==> images/io_fan.png <==
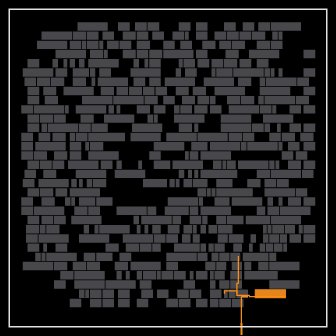
==> images/cell_density.png <==
9 x 9 tiles, from black (low) to pale yellow (high), 0 to 100% covered.
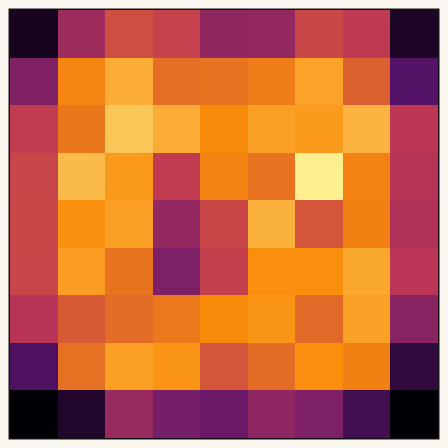
==> images/layer_met3.png <==
The bar under the picture is 20 microns long.
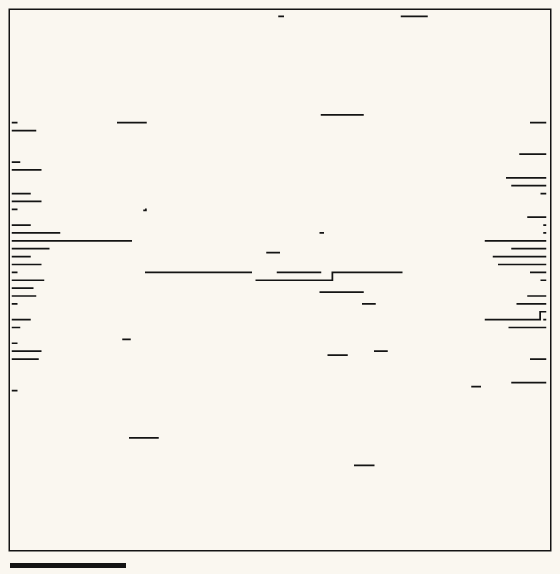
==> images/logic_types.png <==
The bar under the picture is 20 microns long.
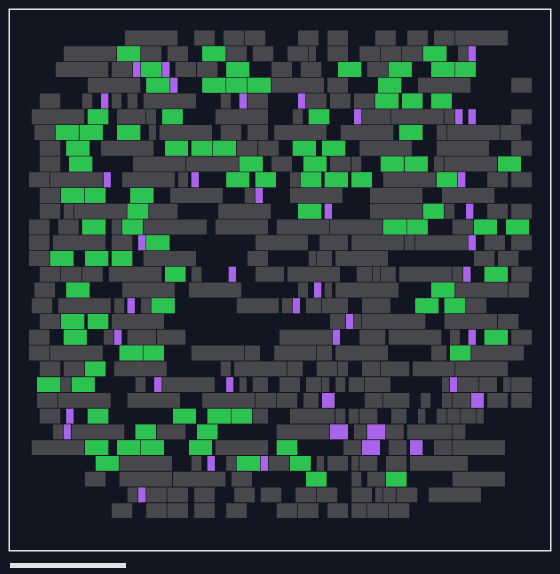
<file path="config.mk">
export PLATFORM = sky130hd
export DESIGN_NAME = config_source_arbiter_flat
export DESIGN_NICKNAME = d
export VERILOG_FILES = /design/src/rtl/config_source_arbiter_if.sv /design/src/rtl/config_source_arbiter.sv /design/src/flat_wrapper.sv
export SDC_FILE = /design/constraint.sdc
export NUM_CORES = 1
export LEC_CHECK = 0
export CORE_MARGIN = 3
export CORE_UTILIZATION = 48
export DETAILED_ROUTE_END_ITERATION = 8
export PLACE_DENSITY = 0.81
export SYNTH_ARGS = -nofsm -noshare
export SYNTH_HDL_FRONTEND = slang
export SYNTH_SLANG_ARGS = --single-unit
</file>
<file path="constraint.sdc">
create_clock -name clk -period 3.55 [get_ports clk]
set_clock_uncertainty 0.2 [all_clocks]
set_input_delay 0.8875 -clock clk [delete_from_list [all_inputs] [get_ports clk]]
set_output_delay 0.8875 -clock clk [all_outputs]
set_load 0.02 [all_outputs]
</file>
<file path="src/rtl/config_source_arbiter_if.sv">
// Bundles the two source strobe channels and the downstream cfg valid/ready port.
// The word_count signal exists only when CFG_ARB_WORD_COUNT_EN is defined.
interface config_source_arbiter_if;
    logic        bb_strobe;
    logic [31:0] bb_data;
    logic        bb_active;
    logic        uart_strobe;
    logic [31:0] uart_data;
    logic        uart_active;
    logic        cfg_valid;
    logic [31:0] cfg_data;
    logic        cfg_ready;
    logic        cfg_source;
    logic        cfg_busy;
    logic        overrun_err;
    logic        collision_err;
`ifdef CFG_ARB_WORD_COUNT_EN
    logic [15:0] word_count;

    modport master (
        output bb_strobe, bb_data, bb_active, uart_strobe, uart_data, uart_active, cfg_ready,
        input  cfg_valid, cfg_data, cfg_source, cfg_busy, overrun_err, collision_err, word_count
    );
    modport slave (
        input  bb_strobe, bb_data, bb_active, uart_strobe, uart_data, uart_active, cfg_ready,
        output cfg_valid, cfg_data, cfg_source, cfg_busy, overrun_err, collision_err, word_count
    );
`else
    modport master (
        output bb_strobe, bb_data, bb_active, uart_strobe, uart_data, uart_active, cfg_ready,
        input  cfg_valid, cfg_data, cfg_source, cfg_busy, overrun_err, collision_err
    );
    modport slave (
        input  bb_strobe, bb_data, bb_active, uart_strobe, uart_data, uart_active, cfg_ready,
        output cfg_valid, cfg_data, cfg_source, cfg_busy, overrun_err, collision_err
    );
`endif
endinterface

</file>
<file path="src/rtl/config_source_arbiter.sv">
// Grants the cfg port to the bitbang or UART front-end per session and buffers its words in a 2-deep FIFO.
// Optional CFG_ARB_WORD_COUNT_EN adds a 16-bit per-session transfer counter (word_count).
module config_source_arbiter (
    input  logic                    clk,
    input  logic                    reset,
    config_source_arbiter_if.slave  bus
);
    typedef enum logic [1:0] {IDLE, OWN_BB, OWN_UART, DRAIN} state_t;

    state_t      state_q, state_d;
    logic [31:0] head_q, head_d;
    logic [31:0] tail_q, tail_d;
    logic [1:0]  count_q, count_d;
    logic        source_q, source_d;
    logic        granted_q, granted_d;
    logic        overrun_q, overrun_d;
    logic        collision_q, collision_d;

    logic        grant;
    logic        own_strobe;
    logic        other_strobe;
    logic [31:0] own_data;
    logic        pop;
    logic        push;

    always_comb begin
        state_d      = state_q;
        source_d     = source_q;
        granted_d    = granted_q;
        grant        = 1'b0;
        own_strobe   = 1'b0;
        other_strobe = 1'b0;
        case (state_q)
            IDLE: begin
                // On a tie the source not granted last wins; bitbang wins before any grant.
                if (bus.bb_active && bus.uart_active) begin
                    grant    = 1'b1;
                    source_d = granted_q ? ~source_q : 1'b0;
                end else if (bus.bb_active) begin
                    grant    = 1'b1;
                    source_d = 1'b0;
                end else if (bus.uart_active) begin
                    grant    = 1'b1;
                    source_d = 1'b1;
                end
                if (grant) begin
                    state_d      = source_d ? OWN_UART : OWN_BB;
                    granted_d    = 1'b1;
                    own_strobe   = source_d ? bus.uart_strobe : bus.bb_strobe;
                    other_strobe = source_d ? bus.bb_strobe : bus.uart_strobe;
                end else begin
                    other_strobe = bus.bb_strobe | bus.uart_strobe;
                end
            end
            OWN_BB: begin
                own_strobe   = bus.bb_strobe;
                other_strobe = bus.uart_strobe;
                if (!bus.bb_active) state_d = DRAIN;
            end
            OWN_UART: begin
                own_strobe   = bus.uart_strobe;
                other_strobe = bus.bb_strobe;
                if (!bus.uart_active) state_d = DRAIN;
            end
            default: begin
                other_strobe = source_q ? bus.bb_strobe : bus.uart_strobe;
                if (count_q == 2'd0) state_d = IDLE;
            end
        endcase
        own_data = source_d ? bus.uart_data : bus.bb_data;
    end

    // A full FIFO still accepts a push when the head is leaving in the same cycle.
    assign pop  = (count_q != 2'd0) && bus.cfg_ready;
    assign push = own_strobe && ((count_q != 2'd2) || pop);

    always_comb begin
        head_d      = head_q;
        tail_d      = tail_q;
        count_d     = count_q;
        overrun_d   = overrun_q | (own_strobe & ~push);
        collision_d = collision_q | other_strobe;
        if (count_q == 2'd0) begin
            if (push) begin
                head_d  = own_data;
                count_d = 2'd1;
            end
        end else if (count_q == 2'd1) begin
            if (push && pop) begin
                head_d = own_data;
            end else if (push) begin
                tail_d  = own_data;
                count_d = 2'd2;
            end else if (pop) begin
                count_d = 2'd0;
            end
        end else if (pop) begin
            head_d = tail_q;
            if (push) tail_d = own_data;
            else      count_d = 2'd1;
        end
    end

    always_ff @(posedge clk or posedge reset) begin
        if (reset) begin
            state_q     <= IDLE;
            head_q      <= '0;
            tail_q      <= '0;
            count_q     <= '0;
            source_q    <= 1'b0;
            granted_q   <= 1'b0;
            overrun_q   <= 1'b0;
            collision_q <= 1'b0;
        end else begin
            state_q     <= state_d;
            head_q      <= head_d;
            tail_q      <= tail_d;
            count_q     <= count_d;
            source_q    <= source_d;
            granted_q   <= granted_d;
            overrun_q   <= overrun_d;
            collision_q <= collision_d;
        end
    end

`ifdef CFG_ARB_WORD_COUNT_EN
    logic [15:0] word_count_q, word_count_d;

    always_comb begin
        word_count_d = word_count_q;
        if (grant)    word_count_d = 16'd0;
        else if (pop) word_count_d = word_count_q + 16'd1;
    end

    always_ff @(posedge clk or posedge reset) begin
        if (reset) word_count_q <= '0;
        else       word_count_q <= word_count_d;
    end

    assign bus.word_count = word_count_q;
`endif

    assign bus.cfg_valid     = (count_q != 2'd0);
    assign bus.cfg_data      = head_q;
    assign bus.cfg_source    = source_q;
    assign bus.cfg_busy      = (state_q != IDLE);
    assign bus.overrun_err   = overrun_q;
    assign bus.collision_err = collision_q;
endmodule

</file>
<file path="src/flat_wrapper.sv">
// flat-port wrapper written by rule: the top's interface ports become plain ports
module config_source_arbiter_flat 
  (clk, reset, bus_bb_strobe, bus_bb_data, bus_bb_active, bus_uart_strobe, bus_uart_data, bus_uart_active, bus_cfg_ready, bus_cfg_valid, bus_cfg_data, bus_cfg_source, bus_cfg_busy, bus_overrun_err, bus_collision_err);
  config_source_arbiter_if bus_i ();
  input  logic clk;
  input  logic reset;
  input wire logic [$bits(bus_i.bb_strobe)-1:0] bus_bb_strobe;
  input wire logic [$bits(bus_i.bb_data)-1:0] bus_bb_data;
  input wire logic [$bits(bus_i.bb_active)-1:0] bus_bb_active;
  input wire logic [$bits(bus_i.uart_strobe)-1:0] bus_uart_strobe;
  input wire logic [$bits(bus_i.uart_data)-1:0] bus_uart_data;
  input wire logic [$bits(bus_i.uart_active)-1:0] bus_uart_active;
  input wire logic [$bits(bus_i.cfg_ready)-1:0] bus_cfg_ready;
  output wire logic [$bits(bus_i.cfg_valid)-1:0] bus_cfg_valid;
  output wire logic [$bits(bus_i.cfg_data)-1:0] bus_cfg_data;
  output wire logic [$bits(bus_i.cfg_source)-1:0] bus_cfg_source;
  output wire logic [$bits(bus_i.cfg_busy)-1:0] bus_cfg_busy;
  output wire logic [$bits(bus_i.overrun_err)-1:0] bus_overrun_err;
  output wire logic [$bits(bus_i.collision_err)-1:0] bus_collision_err;
  assign bus_i.bb_strobe = bus_bb_strobe;
  assign bus_i.bb_data = bus_bb_data;
  assign bus_i.bb_active = bus_bb_active;
  assign bus_i.uart_strobe = bus_uart_strobe;
  assign bus_i.uart_data = bus_uart_data;
  assign bus_i.uart_active = bus_uart_active;
  assign bus_i.cfg_ready = bus_cfg_ready;
  assign bus_cfg_valid = bus_i.cfg_valid;
  assign bus_cfg_data = bus_i.cfg_data;
  assign bus_cfg_source = bus_i.cfg_source;
  assign bus_cfg_busy = bus_i.cfg_busy;
  assign bus_overrun_err = bus_i.overrun_err;
  assign bus_collision_err = bus_i.collision_err;
  config_source_arbiter u_core (.clk(clk), .reset(reset), .bus(bus_i));
endmodule
</file>
==> summary.txt <==
Latest figures from synthesis and place and route.

In the post-synthesis netlist, the cell with the most instances is sky130_fd_sc_hd__dfrtp_1. For the clock group, total power comes out at 0.796 mW. The multi-input combinational cell area is around 1700 sq um. In the global route stage, met1 resource usage came out at 23.5%. The biggest cell delay along the critical path is around 610 ps. Max fanout on the critical path was recorded as 8. Overall routing resource usage recorded by global route was 19.1%. Signal nets in the final route climb as high as met4. After routing the design area is 5090 sq um. The yosys cell count is 308.

According to the timing report, the critical path is captured at bus_cfg_busy. The via count normalized by instance count is around 5.2. The layout-stage area growth over the synthesis result is 39.5%. The startpoint of the most critical hold path is u_core.bus.overrun_err. The worst-case register-to-register setup slack is 1080 ps.

The floorplan has 31 rows. The area fraction in and, or, nand and nor cells after synthesis is roughly 6.2%. The tree is rooted in a sky130_fd_sc_hd__clkbuf_8. The worst reg2reg path startpoint is u_core.state_q[0]. The category of cells accounting for the largest share of critical-path delay is buffers and inverters. The inverter count of the layout excluding clock inverters is 8.

The post-detailed-route count of antenna-violating nets is 0. The final-report setup violation count is 0. Hold is met by around 270 ps. The cell-internal power is 2.97 mW. Counting cells, the worst reg-to-reg path comes to 8.

The diode insertion count for antenna repair is 0. The initial antenna violation count is 0. Yosys printed 0 warnings. The met3 track demand over resource in global routing is 3.62%. The detailed router placed 2739 vias in this run. The net switching power is roughly 1.8 mW.

STA on the placed design reports a worst setup slack of 458 ps. The fraction of final layout cells sized beyond drive strength 1 is 20.8%. The number of buffers and inverters on the critical path is 3. The power report attributes to the clock group a share of 16.8%. The startpoint type of the worst setup path is a register. Global routing finished with a remaining overflow of 0. The relative area of non-clock buffer cells in the final design is 22.9%. The placer's final routability congestion estimate is 0.779. STA reports the tightest min-delay check as being of type register to register.

The critical path in this run is classified as register to output port. The run finished with clean final reports. For reference, full adder, half adder and majority cells occupy 1.37% of the area reported after synthesis. OpenROAD reports that the post-layout worst path occupies 84.0% of the period.
Back to the opening pictures, io_fan.png:
bus_collision_err: marked orange, bits 1, direction output, edge bottom, end cells 1, buffers 1, wire 42.0 microns.
I/O pin cnt: 108
Port Buffers: 107

Back to the opening pictures, cell_density.png:
The fullest tile reaches 97%. 2.5% of the tiles are nearly empty. 27% of the tiles are over 75% full. The mean over all tiles is 57%.
core region area: 7330 sq um
fraction of the core area occupied by cells at floorplan: 49.8%
Post-Route Utilization: 69.5%

Back to the opening pictures, layer_met3.png:
The longest straight run is 20.5 microns. The layer holds 3.6% of the routed length. The wires run mostly horizontal.

Back to the opening pictures, logic_types.png:
multiplexers: marked green, cells 91, most used mux2_2, where widely spread. NAND gates: marked purple, cells 41, most used nand2_1, where widely spread.
Final Instance Count excl. Fillers: 523
most frequently placed logic cell in the final layout: sky130_fd_sc_hd__clkdlybuf4s50_1
combinational fraction of the cell area: 33.9%

Power is estimated from default activity; no workload was simulated.
